$ cat src/rtl/ac_e_register.sv
// Accumulator (AC) and carry/extend flip-flop (E) sitting downstream of the ALU.
// Captures ALU result/carry and executes register-reference micro-ops
// (clear, complement E, increment, circulate through E). The skip flags
// are decoded from the registered state only, so there is no input-to-flag path.
//
// AC op priority : clr_ac > ld_ac > inr_ac > cir > cil > hold
// E  op priority : clr_e > cme > rotate carry (cir/cil winner) > ld_e > hold
module ac_e_register #(
  parameter int WIDTH = 8
) (
  input  logic             clk,
  input  logic             rst,
  input  logic [WIDTH-1:0] alu_result,
  input  logic             alu_cout,
  input  logic             ld_ac,
  input  logic             ld_e,
  input  logic             clr_ac,
  input  logic             inr_ac,
  input  logic             cir,
  input  logic             cil,
  input  logic             clr_e,
  input  logic             cme,
  output logic [WIDTH-1:0] out_ac,
  output logic             e_out,
  output logic             ac_zero,
  output logic             ac_neg,
  output logic             ac_pos,
  output logic             e_zero
);

  logic [WIDTH-1:0] ac_q;
  logic             e_q;
  logic [WIDTH-1:0] ac_d;
  logic             e_d;
  logic             cir_win;
  logic             cil_win;

  // Rotate ops only count when no higher-priority AC op claims the cycle;
  // a losing rotate must not disturb E.
  assign cir_win = cir & ~clr_ac & ~ld_ac & ~inr_ac;
  assign cil_win = cil & ~cir & ~clr_ac & ~ld_ac & ~inr_ac;

  // Next-state selection for AC and E, both from pre-edge AC/E values.
  always_comb begin
    ac_d = ac_q;
    if (clr_ac)       ac_d = '0;
    else if (ld_ac)   ac_d = alu_result;
    else if (inr_ac)  ac_d = ac_q + WIDTH'(1);
    else if (cir_win) ac_d = {e_q, ac_q[WIDTH-1:1]};
    else if (cil_win) ac_d = {ac_q[WIDTH-2:0], e_q};

    e_d = e_q;
    if (clr_e)        e_d = 1'b0;
    else if (cme)     e_d = ~e_q;
    else if (cir_win) e_d = ac_q[0];
    else if (cil_win) e_d = ac_q[WIDTH-1];
    else if (ld_e)    e_d = alu_cout;
  end

  // State register; reset overrides every control in the same cycle.
  always_ff @(posedge clk) begin
    if (rst) begin
      ac_q <= '0;
      e_q  <= 1'b0;
    end else begin
      ac_q <= ac_d;
      e_q  <= e_d;
    end
  end

  assign out_ac  = ac_q;
  assign e_out   = e_q;
  assign ac_zero = (ac_q == '0);
  assign ac_neg  = ac_q[WIDTH-1];
  assign ac_pos  = ~ac_q[WIDTH-1];
  assign e_zero  = ~e_q;

endmodule

$ cat config.mk
export PLATFORM = sky130hd
export DESIGN_NAME = ac_e_register
export DESIGN_NICKNAME = d
export VERILOG_FILES = /design/src/rtl/ac_e_register.sv
export SDC_FILE = /design/constraint.sdc
export NUM_CORES = 1
export LEC_CHECK = 0
export CAP_MARGIN = 20
export CORE_MARGIN = 4
export CORE_UTILIZATION = 45
export CTS_CLUSTER_SIZE = 14
export DETAILED_ROUTE_END_ITERATION = 8
export PLACE_DENSITY = 0.82
export SKIP_LAST_GASP = 1
export SLEW_MARGIN = 30
export SYNTH_ARGS = -nofsm -noshare
export SYNTH_HDL_FRONTEND = slang
export SYNTH_SLANG_ARGS = --single-unit
$ cat constraint.sdc
create_clock -name clk -period 2.75 [get_ports clk]
set_clock_uncertainty 0.15 [all_clocks]
set_input_delay 0.4125 -clock clk [delete_from_list [all_inputs] [get_ports clk]]
set_output_delay 0.4125 -clock clk [all_outputs]
set_load 0.005 [all_outputs]
==> results_dict.tcl, run 1 <==
# flow metrics
set metrics [dict create \
    status "completed" \
    comb_cells 83 \
    relSlewSlack_pct 62.4 \
    fillers 170 \
    synth_top_cell_by_count "o21ai_0" \
    leakage_nw 0.435 \
    crit_required_ns 2.19 \
    die_h_um 50.7 \
    seq_share_pct 15.3 \
    whs_endpoint "e_out$_SDFFE_PP0P_" \
    netSwitchingFraction_pct 30.5 \
    gr-total-overflow 0 \
    nNetsFinal 159 \
    cts_hold_buf 0 \
    worst_path_dominant_cell_family "simple AND/OR/NAND/NOR gates" \
    p_sw_mw 0.115 \
    top_cells_by_count "10 x o21ai_0, 9 x dfxtp_1, 8 x a21oi_1, 8 x mux2i_1, 6 x nand2_1" \
    grt_max_degree 21 \
    die_x_um 50.7 \
    layout_top_cells "30 x clkdlybuf4s50_1, 10 x o21ai_0, 9 x dfxtp_1, 8 x mux2i_1, 8 x a21oi_1" \
    finalNonFillerCells 162 \
    ys.flops 9 \
    hp-class "register to register" \
    ys_sh_adder_pct 3.05 \
    ys_top_cells_by_area "dfxtp_1 22%, mux2i_1 9.8%, o21ai_0 6.1%, a21oi_1 4.9%, ha_1 3.1%" \
    syn_inst 104 \
    netlist.top_cell.by_area "dfxtp_1" \
    top_layer "met4" \
    dp_slack_ns 0.197 \
    yosys_area_um2 820 \
    grt_pass1_wl_mm 4.06 \
    ctsHtreeMaxLevel 1 \
    r2r_cells 6 \
    met1_length_mm 1.06 \
    die_area_mm2 0.00257 \
    period_used_pct 92.2 \
    drive_gt1_share_pct 12.4 \
    rsz0062_at_grt "no" \
    grt_pass1_vias 839 \
    ys_sh_aoi_pct 30.8 \
    clkSlewWorstSetupHoldPaths_ns 0.07 \
    diodes 0 \
    yosys_warnings 0 \
    cp-end-kind "output port" \
    busiest_layer "met2" \
    dpl_cell_area_mm2 0.00115 \
    largest_reg_flops 8 \
    floorplan.core_util_pct 47.5 \
    coreArea_mm2 0.00173 \
    drtAntennaViolNets 0 \
    clk_share_pct 2.23 \
    area_share_nonclk_buffers_pct 28.7 \
    p_int_mw 0.263 \
    grtUsageMet2_pct 36.3 \
    inverters 6 \
    critPathMaxFanout 7 \
    clkPwrFrac_pct 28.0 \
    worst_slack_ns 0.213 \
    top_logic_kind "AND-OR/OR-AND gates" \
    cp.depth 5 \
    seq_power_share_pct 39.4 \
    setup-tns-final_ns 0 \
    fin_util_pct 68.3 \
    xor_share_pct 3.21 \
    cp-startpoint "out_ac[0]$_SDFFE_PP0P_" \
    comb-power_mw 0.124 \
    synth_area_per_cell_um2 7.88 \
    flops 9 \
    cap_viol_max_count 0 \
    syn_to_final_growth_pct 44.0 \
    reg2reg_to "out_ac[6]$_SDFFE_PP0P_" \
    pwr-share-comb_pct 32.7 \
    top_area_share_pct 22.0 \
    fmax_mhz 394 \
    dp_hpwl_mm 1.84 \
    fin_total_pwr_mw 0.378 \
    r2r_start "out_ac[0]$_SDFFE_PP0P_" \
    synth_nets 125 \
    finalHoldViolCount 0 \
    logic_area_um2 581 \
    worstMarginPinSlew_ns 0.550 \
    ys_cells 104 \
    cp_slowest_stage_delay_ns 0.62 \
    cp_slowest_cell "or4b_2" \
]
### Clock wiring as the flow saved it, run 1

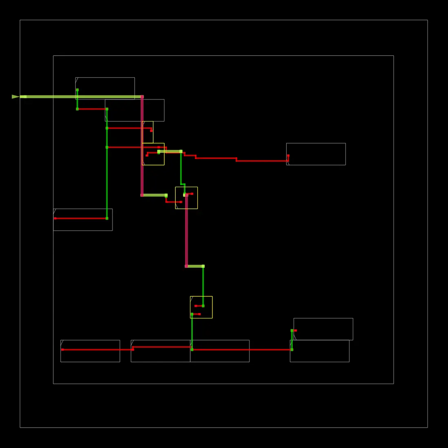
worst skew pair latency: 0.27 ns
total CTS buffers: 3
clock group power: 0.106 mW
final-layout clock buffer total: 4
clock sinks: 9

### Metal layers overlaid, run 1

(10 px per um)
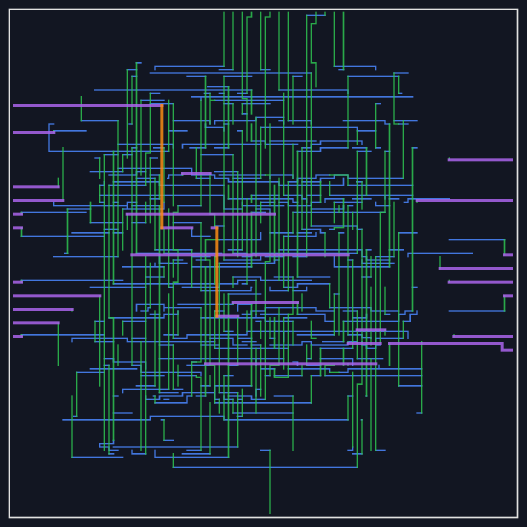
legend:
  met1:
    color: blue
    wire_length: 1060 um
  met3:
    color: purple
    wire_length: 172 um
  met2:
    color: green
    wire_length: 1240 um
  met4:
    color: orange
    wire_length: 21.1 um
global-route usage over all layers: 20.7%
DRT Wirelength: 2.49 mm
post-DR wirelength/cell: 15.4 um
Vias: 925

### Supply network, run 1

(8 px per um) Pins as bars on the die edge.
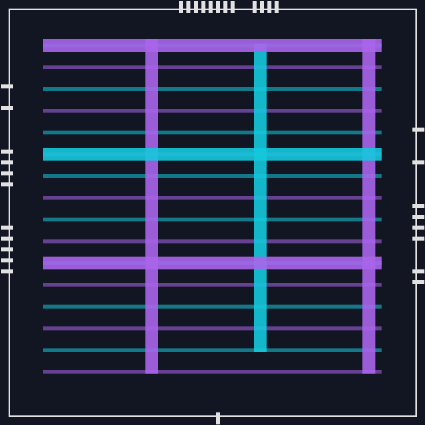
legend:
  VSS:
    color: purple
  VDD:
    color: cyan
rows: 15
met1 rails: 16

==> run 2: changes to the inputs <==
- PLACE_DENSITY: 0.82 -> 0.84
- SETUP_SLACK_MARGIN: default -> 0.15
- SKIP_CTS_REPAIR_TIMING: default -> 1
### Metal layers overlaid, run 2

(10 px per um)
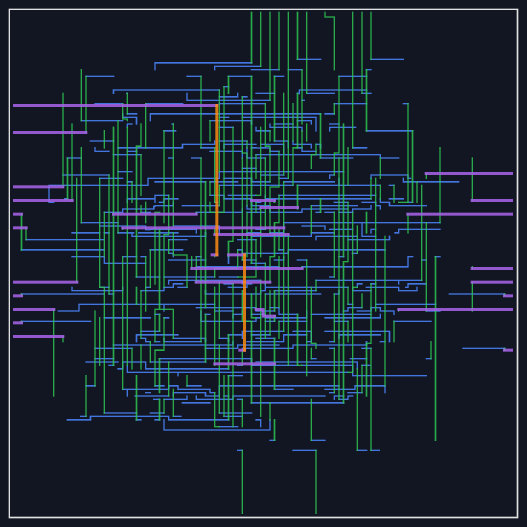
legend:
  met1:
    color: blue
    wire_length: 1070 um
  met3:
    color: purple
    wire_length: 166 um
  met2:
    color: green
    wire_length: 1130 um
  met4:
    color: orange
    wire_length: 24.5 um
DRT Wirelength: 2.40 mm
global-route usage over all layers: 19.8%
Vias: 908

==> run 2 against run 1 <==
  * Setup slack improved by 0.13 ns
  * Sequential cell count unchanged
  * Final cell count unchanged
  * Clock power increased by 4%
  * Register-to-register slack about the same
  * Combinational power about the same
  * Global-route usage decreased by 0.91 points
  * Area after synthesis unchanged
  * First-iteration DRC count increased by 53%
  * Critical endpoint unchanged
  * Highest routed layer unchanged
==> results_dict.tcl, run 2 <==
# flow metrics
set metrics [dict create \
    fmax_mhz 416 \
    top_area_share_pct 22.0 \
    diodes 0 \
    die_x_um 50.7 \
    top_cells_by_count "10 x o21ai_0, 9 x dfxtp_1, 8 x a21oi_1, 8 x mux2i_1, 6 x nand2_1" \
    relSlewSlack_pct 67.6 \
    worst_slack_ns 0.347 \
    area_share_nonclk_buffers_pct 29.0 \
    yosys_warnings 0 \
    busiest_layer "met2" \
    cp.depth 5 \
    worstMarginPinSlew_ns 0.474 \
    p_int_mw 0.264 \
    top_layer "met4" \
    dp_hpwl_mm 1.77 \
    finalNonFillerCells 162 \
    logic_area_um2 581 \
    inverters 6 \
    synth_top_cell_by_count "o21ai_0" \
    async_flop_share_pct 0 \
    clock_buffers 4 \
    rsz0062_at_grt "no" \
    whs_endpoint "e_out$_SDFFE_PP0P_" \
    netlist.top_cell.by_area "dfxtp_1" \
    grt_pass1_wl_mm 3.87 \
    status "completed" \
    cp_slowest_cell "or4b_2" \
    period_used_pct 87.4 \
    clkSlewWorstSetupHoldPaths_ns 0.07 \
    ctsHtreeMaxLevel 1 \
    setup-tns-final_ns 0 \
    r2r_cells 6 \
    cap_viol_max_count 0 \
    crit_required_ns 2.19 \
    yosys_area_um2 820 \
    floorplan.core_util_pct 47.5 \
    comb_cells 83 \
    largest_reg_flops 8 \
    cp-end-kind "output port" \
    seq_share_pct 15.2 \
    clkSinkCount 9 \
    dpl_cell_area_mm2 0.00115 \
    ys.flops 9 \
    layout_top_cells "30 x clkdlybuf4s50_1, 10 x o21ai_0, 9 x dfxtp_1, 8 x mux2i_1, 8 x a21oi_1" \
    grt_pass1_vias 836 \
    xor_share_pct 3.21 \
    worst_path_dominant_cell_family "simple AND/OR/NAND/NOR gates" \
    die_area_mm2 0.00257 \
    top_logic_kind "AND-OR/OR-AND gates" \
    grtUsageMet2_pct 31.5 \
    gr-total-overflow 0 \
    reg2reg_to "out_ac[4]$_SDFFE_PP0P_" \
    leakage_nw 0.443 \
    cts_made_buffers 3 \
    ys_cells 104 \
    clkPwrFrac_pct 28.9 \
    cp_slowest_stage_delay_ns 0.60 \
    flops 9 \
    drive_gt1_share_pct 12.4 \
    syn_inst 104 \
    critPathMaxFanout 7 \
    place_congestion 0.840 \
    comb-power_mw 0.123 \
    grt_max_degree 14 \
    p_sw_mw 0.118 \
    seq_power_share_pct 39.0 \
    ys_top_cells_by_area "dfxtp_1 22%, mux2i_1 9.8%, o21ai_0 6.1%, a21oi_1 4.9%, ha_1 3.1%" \
    ys_sh_aoi_pct 30.8 \
    hp-class "register to register" \
    ys_sh_adder_pct 3.05 \
    die_h_um 50.7 \
    nNetsFinal 159 \
    dp_slack_ns 0.232 \
    clk-power_mw 0.110 \
]
==> run 3: changes to the inputs <==
- ABC_AREA: default -> 1
- PLACE_DENSITY: 0.84 -> 0.82
### Gate-type map, run 3

(4 px per um)
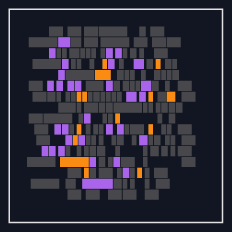
legend:
  NOR gates:
    color: orange
    cells: 14
    most_used: nor2_1
  inverting AOI/OAI gates:
    color: purple
    cells: 31
    most_used: a21oi_1

==> run 3 against run 2 <==
  * Synthesized cell count grew 48%
  * Critical path type unchanged
  * Sequential power is essentially flat
  * Global-route usage grew 1.6 points
  * Non-clock buffer count shrank 4
  * Die size grew 9.2%
  * Largest cell class unchanged
==> results_dict.tcl, run 3 <==
# flow metrics
set metrics [dict create \
    critPathMaxFanout 7 \
    cp-end-kind "output port" \
    yosys_area_um2 910 \
    rsz0062_at_grt "no" \
    area_share_nonclk_buffers_pct 25.1 \
    logic_area_um2 606 \
    hp-class "register to register" \
    comb-power_mw 0.134 \
    relSlewSlack_pct 65.8 \
    clkSlewWorstSetupHoldPaths_ns 0.07 \
    worst_slack_ns 0.432 \
    p_sw_mw 0.132 \
    ys_sh_adder_pct 2.75 \
    largest_reg_flops 8 \
    grtUsageTotal_pct 21.3 \
    seq_share_pct 14.5 \
    yosys_warnings 0 \
    via_count 1142 \
    setup-tns-final_ns 0 \
    grt_pass1_wl_mm 4.46 \
    netlist.top_cell.by_area "dfxtp_1" \
    nNetsFinal 207 \
    ys_seq_share_pct 19.8 \
    layout.cells.most_common "nand2_1" \
    gr-total-overflow 0 \
    status "completed" \
    cp_slowest_cell "clkdlybuf4s50_1" \
    worstMarginPinSlew_ns 0.511 \
    place_congestion 0.945 \
    top_logic_kind "simple AND/OR/NAND/NOR gates" \
    regArea_um2 180 \
    period_used_pct 84.3 \
    drc 0 \
    layout_top_cells "43 x nand2_1, 31 x clkdlybuf4s50_1, 23 x nand3_1, 20 x inv_1, 13 x a21oi_1" \
    xor_share_pct 0 \
    cap_viol_max_count 0 \
    worst_path_dominant_cell_family "buffers and inverters" \
    die_h_um 53.0 \
    whs_endpoint "out_ac[0]$_SDFFE_PP0P_" \
    leakage_nw 0.546 \
    clkSinkCount 9 \
    floorplan.core_util_pct 46.8 \
    reg2reg_to "out_ac[4]$_SDFFE_PP0P_" \
    clk-power_mw 0.109 \
    dp_slack_ns 0.488 \
    cp.depth 5 \
    seq_power_share_pct 38.2 \
    die_area_mm2 0.00280 \
    cp-startpoint "out_ac[0]$_SDFFE_PP0P_" \
    top_area_share_pct 19.8 \
    p_int_mw 0.263 \
    drt-total-wl_mm 2.72 \
    ys_cells 154 \
    dpl_cell_area_mm2 0.00121 \
    synth_top_cell_by_count "nand2_1" \
    r2r_cells 6 \
    clkPwrFrac_pct 27.7 \
    cts_made_buffers 3 \
    crit_required_ns 2.19 \
    synth_nets 175 \
    comb_cells 119 \
    cp_slowest_stage_delay_ns 0.54 \
    busiest_layer "met1" \
    syn_inst 154 \
    diodes 0 \
    clock_buffers 4 \
    top_cells_by_count "43 x nand2_1, 23 x nand3_1, 20 x inv_1, 13 x a21oi_1, 11 x nor2_1" \
    ctsHtreeMaxLevel 1 \
    fmax_mhz 431 \
    finalHoldViolCount 0 \
    async_flop_share_pct 0 \
    top_layer "met4" \
    drive_gt1_share_pct 7.57 \
    rows 16 \
    grtUsageMet2_pct 31.0 \
    grt_max_degree 17 \
]
Power figures rest on the tool's default switching activity, not on a simulated workload.
